metal_stack.png
Two of the layers only.
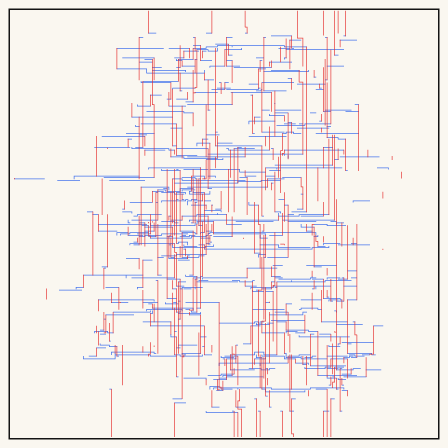
zoom.png
Region (67, 14) to (92, 39) microns. Cells in gray, sequential cells in the stronger gray; small squares are vias.
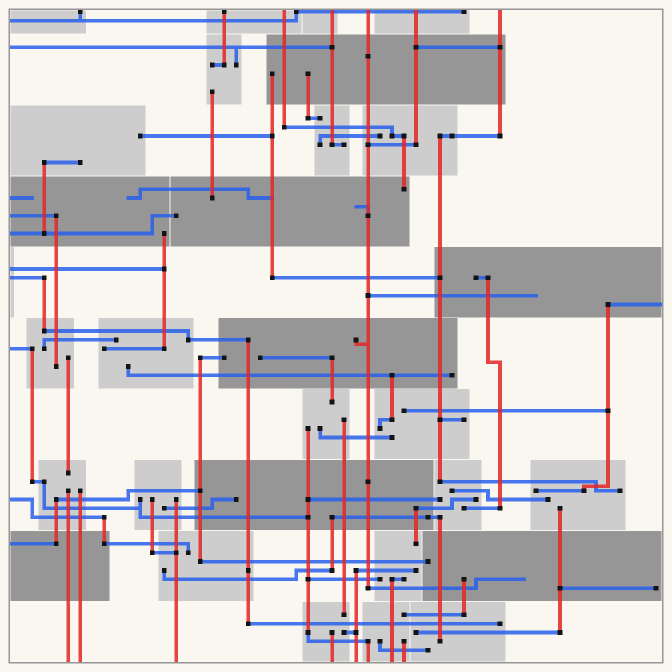
registers.png
Other sequential cells in the stronger gray, the rest of the logic in the fainter gray.
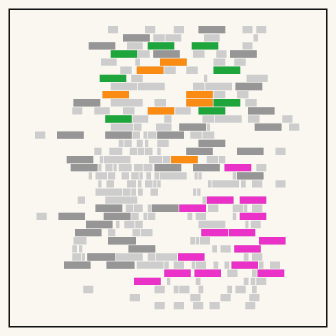
pdn.png
The bar under the picture is 20 microns long. Pins as bars on the die edge. Tap cells in gray.
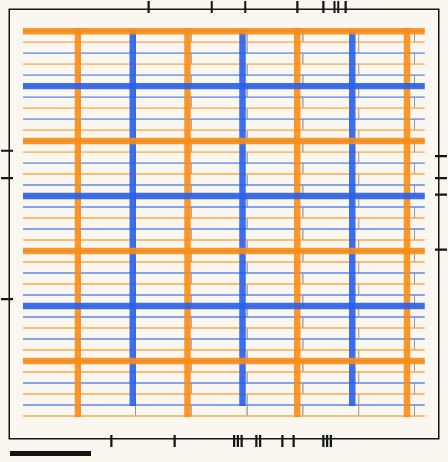
final_congestion.png
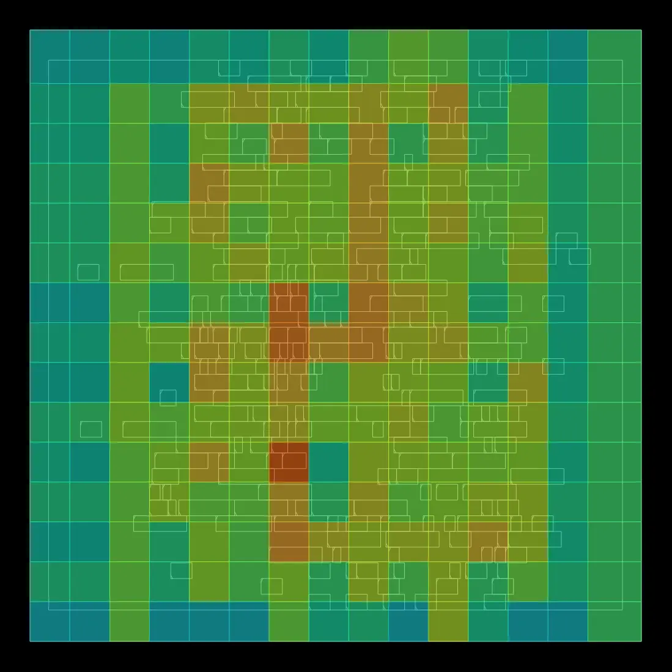
`config.mk`:
```
export PLATFORM = sky130hd
export DESIGN_NAME = post_box_spi_slave
export DESIGN_NICKNAME = d
export VERILOG_FILES = /design/src/rtl/post_box_pkg.sv /design/src/rtl/post_box_sync2.sv /design/src/rtl/post_box_spi_slave.sv
export SDC_FILE = /design/constraint.sdc
export NUM_CORES = 1
export LEC_CHECK = 0
export CORE_MARGIN = 3
export CORE_UTILIZATION = 25
export CTS_BUF_LIST = sky130_fd_sc_hd__clkbuf_16
export CTS_CLUSTER_SIZE = 24
export DETAILED_ROUTE_END_ITERATION = 7
export HOLD_SLACK_MARGIN = 0.15
export PLACE_DENSITY = 0.48
export REMOVE_ABC_BUFFERS = 1
export SYNTH_ARGS = -nofsm -noshare
export SYNTH_HDL_FRONTEND = slang
export SYNTH_HIERARCHICAL = 1
export SYNTH_SLANG_ARGS = --single-unit
```
`constraint.sdc`:
```
create_clock -name fpga_clock_48mhz -period 1.8 [get_ports fpga_clock_48mhz]
set_clock_uncertainty 0.05 [all_clocks]
set_input_delay 0.18 -clock fpga_clock_48mhz [delete_from_list [all_inputs] [get_ports fpga_clock_48mhz]]
set_output_delay 0.18 -clock fpga_clock_48mhz [all_outputs]
set_load 0.005 [all_outputs]
```
`src/rtl/post_box_pkg.sv`:
```
// Shared constants for the post box SPI slave.
// Optional build macro: POST_SPI_MAGIC_EN selects the status-byte magic nibble.
package post_box_pkg;
  localparam int         SPI_FRAME_BITS = 16;
  localparam int         HAS_BYTE_BIT   = 1;
  localparam int         HAS_SPACE_BIT  = 0;
  localparam logic [3:0] SPI_MAGIC      = 4'hA;
  localparam int         CNT_W          = $clog2(SPI_FRAME_BITS + 1);

  function automatic logic [3:0] status_nibble();
`ifdef POST_SPI_MAGIC_EN
    return SPI_MAGIC;
`else
    return 4'h0;
`endif
  endfunction
endpackage

```
`src/rtl/post_box_sync2.sv`:
```
// Two-flop synchroniser for an asynchronous single-bit input, with selectable reset value.
module post_box_sync2 #(
  parameter logic RST_VAL = 1'b0
) (
  input  logic clk_i,
  input  logic rst_ni,
  input  logic d_i,
  output logic q_o
);
  logic meta_q;
  logic sync_q;

  always_ff @(posedge clk_i or negedge rst_ni) begin
    if (!rst_ni) begin
      meta_q <= RST_VAL;
      sync_q <= RST_VAL;
    end else begin
      meta_q <= d_i;
      sync_q <= meta_q;
    end
  end

  assign q_o = sync_q;
endmodule

```
`src/rtl/post_box_spi_slave.sv`:
```
// SPI mode-0 slave exchanging one status byte and one data byte per frame with the post box.
// Optional build macro: POST_SPI_MAGIC_EN puts the magic nibble in the status byte.
module post_box_spi_slave
  import post_box_pkg::*;
(
  input  logic       fpga_clock_48mhz,
  input  logic       reset_n,
  input  logic       fpga_spi_cs,
  input  logic       fpga_spi_sck,
  input  logic       fpga_spi_mosi,
  output logic       fpga_spi_miso,
  input  logic       rx_valid,
  input  logic [7:0] rx_data,
  output logic       rx_pop,
  input  logic       tx_space,
  output logic [7:0] tx_data,
  output logic       tx_push,
  output logic       busy
);
  logic cs_s, sck_s, mosi_s;

  post_box_sync2 #(.RST_VAL(1'b1)) u_sync_cs (
    .clk_i(fpga_clock_48mhz), .rst_ni(reset_n), .d_i(fpga_spi_cs), .q_o(cs_s));
  post_box_sync2 #(.RST_VAL(1'b0)) u_sync_sck (
    .clk_i(fpga_clock_48mhz), .rst_ni(reset_n), .d_i(fpga_spi_sck), .q_o(sck_s));
  post_box_sync2 #(.RST_VAL(1'b0)) u_sync_mosi (
    .clk_i(fpga_clock_48mhz), .rst_ni(reset_n), .d_i(fpga_spi_mosi), .q_o(mosi_s));

  logic             cs_prev_q, cs_prev_d, sck_prev_q, sck_prev_d;
  logic [1:0]       settle_q, settle_d;
  logic             armed_q, armed_d, busy_q, busy_d;
  logic [CNT_W-1:0] cnt_q, cnt_d;
  logic             rxv_q, rxv_d, txs_q, txs_d;
  logic [6:0]       in_sh_q, in_sh_d;
  logic [1:0]       flags_q, flags_d;
  logic [7:0]       cand_q, cand_d;
  logic [15:0]      out_sh_q, out_sh_d;
  logic             miso_q, miso_d, tx_push_q, tx_push_d, rx_pop_q, rx_pop_d;
  logic [7:0]       tx_data_q, tx_data_d;

  logic        cs_fall, cs_rise, sck_rise, sck_fall;
  logic [15:0] frame_word;

  // Frames only start once CS has been seen high through a settled synchroniser,
  // so the reset value of the CS chain can never fake a falling edge.
  assign cs_fall    = armed_q & cs_prev_q & ~cs_s;
  assign cs_rise    = busy_q & ~cs_prev_q & cs_s;
  assign sck_rise   = busy_q & ~cs_s & ~sck_prev_q & sck_s;
  assign sck_fall   = busy_q & ~cs_s & sck_prev_q & ~sck_s;
  assign frame_word = {status_nibble(), 2'b00, rx_valid, tx_space,
                       (rx_valid ? rx_data : 8'h00)};

  always_comb begin
    cs_prev_d  = cs_s;
    sck_prev_d = sck_s;
    settle_d   = (settle_q == 2'd2) ? settle_q : settle_q + 2'd1;
    armed_d    = armed_q | ((settle_q == 2'd2) & cs_s);
    busy_d     = busy_q;
    cnt_d      = cnt_q;
    rxv_d      = rxv_q;
    txs_d      = txs_q;
    in_sh_d    = in_sh_q;
    flags_d    = flags_q;
    cand_d     = cand_q;
    out_sh_d   = out_sh_q;
    miso_d     = miso_q;
    tx_data_d  = tx_data_q;
    tx_push_d  = 1'b0;
    rx_pop_d   = 1'b0;

    if (cs_fall) begin
      busy_d   = 1'b1;
      cnt_d    = '0;
      rxv_d    = rx_valid;
      txs_d    = tx_space;
      miso_d   = frame_word[15];
      out_sh_d = {frame_word[14:0], 1'b0};
    end else if (cs_rise) begin
      busy_d = 1'b0;
      miso_d = 1'b0;
      if (cnt_q == CNT_W'(SPI_FRAME_BITS)) begin
        tx_push_d = flags_q[HAS_BYTE_BIT] & txs_q;
        rx_pop_d  = flags_q[HAS_SPACE_BIT] & rxv_q;
        if (tx_push_d) tx_data_d = cand_q;
      end
    end else begin
      if (sck_rise && (cnt_q != CNT_W'(SPI_FRAME_BITS))) begin
        in_sh_d = {in_sh_q[5:0], mosi_s};
        cnt_d   = cnt_q + CNT_W'(1);
        if (cnt_q == CNT_W'(7))  flags_d = {in_sh_q[0], mosi_s};
        if (cnt_q == CNT_W'(15)) cand_d  = {in_sh_q, mosi_s};
      end
      // Zero fill makes MISO read 0 once all 16 bits have been shifted out.
      if (sck_fall) begin
        miso_d   = out_sh_q[15];
        out_sh_d = {out_sh_q[14:0], 1'b0};
      end
    end
  end

  always_ff @(posedge fpga_clock_48mhz or negedge reset_n) begin
    if (!reset_n) begin
      cs_prev_q  <= 1'b1;
      sck_prev_q <= 1'b0;
      settle_q   <= 2'd0;
      armed_q    <= 1'b0;
      busy_q     <= 1'b0;
      cnt_q      <= '0;
      rxv_q      <= 1'b0;
      txs_q      <= 1'b0;
      in_sh_q    <= '0;
      flags_q    <= '0;
      cand_q     <= '0;
      out_sh_q   <= '0;
      miso_q     <= 1'b0;
      tx_data_q  <= '0;
      tx_push_q  <= 1'b0;
      rx_pop_q   <= 1'b0;
    end else begin
      cs_prev_q  <= cs_prev_d;
      sck_prev_q <= sck_prev_d;
      settle_q   <= settle_d;
      armed_q    <= armed_d;
      busy_q     <= busy_d;
      cnt_q      <= cnt_d;
      rxv_q      <= rxv_d;
      txs_q      <= txs_d;
      in_sh_q    <= in_sh_d;
      flags_q    <= flags_d;
      cand_q     <= cand_d;
      out_sh_q   <= out_sh_d;
      miso_q     <= miso_d;
      tx_data_q  <= tx_data_d;
      tx_push_q  <= tx_push_d;
      rx_pop_q   <= rx_pop_d;
    end
  end

  assign fpga_spi_miso = miso_q;
  assign tx_push       = tx_push_q;
  assign rx_pop        = rx_pop_q;
  assign tx_data       = tx_data_q;
  assign busy          = busy_q;
endmodule
```
==> impl_metrics.yaml <==
# synthesis and place-and-route metrics
routing:
  route.detailed.wl_per_inst_microns: 12.64
  dr.max_layer_used: "met4"
  total_via_count_after_detailed_routing: 1582
  firstDrtPassIters: 4
  drtAntennaViolNets: 0
  first_iter_violations: 54
status:
  status: "complete, but fails checks"
  failed_checks: "negative setup slack"
yosys:
  yosys_chip_area_sq_mm: 0.002494
  yosys_register_bits: 62
  aoi_share_pct: 4.516
  syn-instance-count: 187
  netlist.area_leader.share_pct: 59.21
  synth_top_cell_by_count: "dfrtp_1"
  post_synth_instance_area_sq_mm: 0.002494
  synth_top_flop_cell: "dfrtp_1"
  simple_gate_area_share_pct: 10.79
  synthesis.yosys.warnings: 6
  syn_area_per_cell_sq_um: 13.33
cells_and_area:
  antenna_cells_inserted: 0
  combGateArea_sq_um: 962.2
  finish.net_count: 260
  lay_top_cells: "59 x dfrtp_1, 25 x clkdlybuf4s50_1, 20 x buf_4"
  num-fill-cells: 946
  area.share.combinational_pct: 27.73
  final-seq-area_sq_mm: 0.001555
  area.share.sequential_pct: 44.83
  layout.nonclk_buf_share_pct: 13.56
  max_flop_register: "out_sh_q"
  stdcell_count: 375
  multi_input_comb_cells: 114
floorplan:
  io_pins: 27
  rows: 35
  die_extent_in_y_microns: 105.9
  die_area_sq_mm: 0.01121
  floorplan.die.width_microns: 105.9
place:
  dpl_cell_area_sq_mm: 0.003080
  placed_wire_length_estimate_microns: 3165
flow_run:
  maxCapViolCount: 0
global_route:
  pin_count_of_the_biggest_net_entering_global_routing: 32
  met1_usage_pct: 12.32
  grtUsageMet3_pct: 3.246
  wire_length_of_the_first_global_routing_pass_microns: 8404
clock_tree:
  clkSlewWorstSetupHoldPaths_ns: 0.05
  postCtsResizedCells: 5
  cts_htree_levels: 3
  clock_sink_count: 62
final_timing:
  worst_pin_slew_ns: 0.5677
  post-route-worst-setup-slack_ns: -0.01456
  rsz0062_at_grt: "true"
  setup_viol_count_final: 6
  worst_hold_slack_across_all_endpoints_ns: 0.2254
  timing.final.max_slew_violations: 0
setup_path:
  cp-startpoint: "sck_prev_q"
  path_cells: "nand4bb_1, nor4_4, buf_4, buf_8, mux2_2"
  critPathMaxFanout: 8
  critical-path-max-stage-delay_ns: 0.38
  worstSetupStartpointType: "register"
  crit_path_end: "in_sh_q[5]"
  path_buffers: 2
  slowest_stage: "dfrtp_1"
  setup.worst_path.class: "register to register"
  critPathCaptureType: "register"
power_and_ir_drop:
  clock_power_uw: 1750
  power.share.sequential_pct: 43.5
  powerSeq_uw: 1570
  totalPowerFinal_uw: 3610
hold_path:
  min_to: "u_sync_cs/meta_q"
About metal_stack.png:
Key: met2 = red [wire length 2240 microns]; met1 = blue [wire length 2230 microns]

About zoom.png:
Key: met1 = blue; met2 = red
Sequential cells in the window: 7. 24 logic cells have their middle in the window. Netlist names of flops here include out_sh_q (7). Most frequent: dfrtp_1 (7), mux2i_1 (6), o21ai_0 (5).

About registers.png:
Key: cand_q = green [flops 8, where top center]; in_sh_q = orange [flops 7, where top center]; out_sh_q = magenta [flops 15]

About pdn.png:
Key: VSS = orange; VDD = blue
27 signal pins sit on the boundary. 36 met1 rails follow the rows. 129 tap cells. The core has 35 rows. 7 straps on met4.

About final_congestion.png:
final design utilization: 36.68%
most used routing layer in global routing: met2

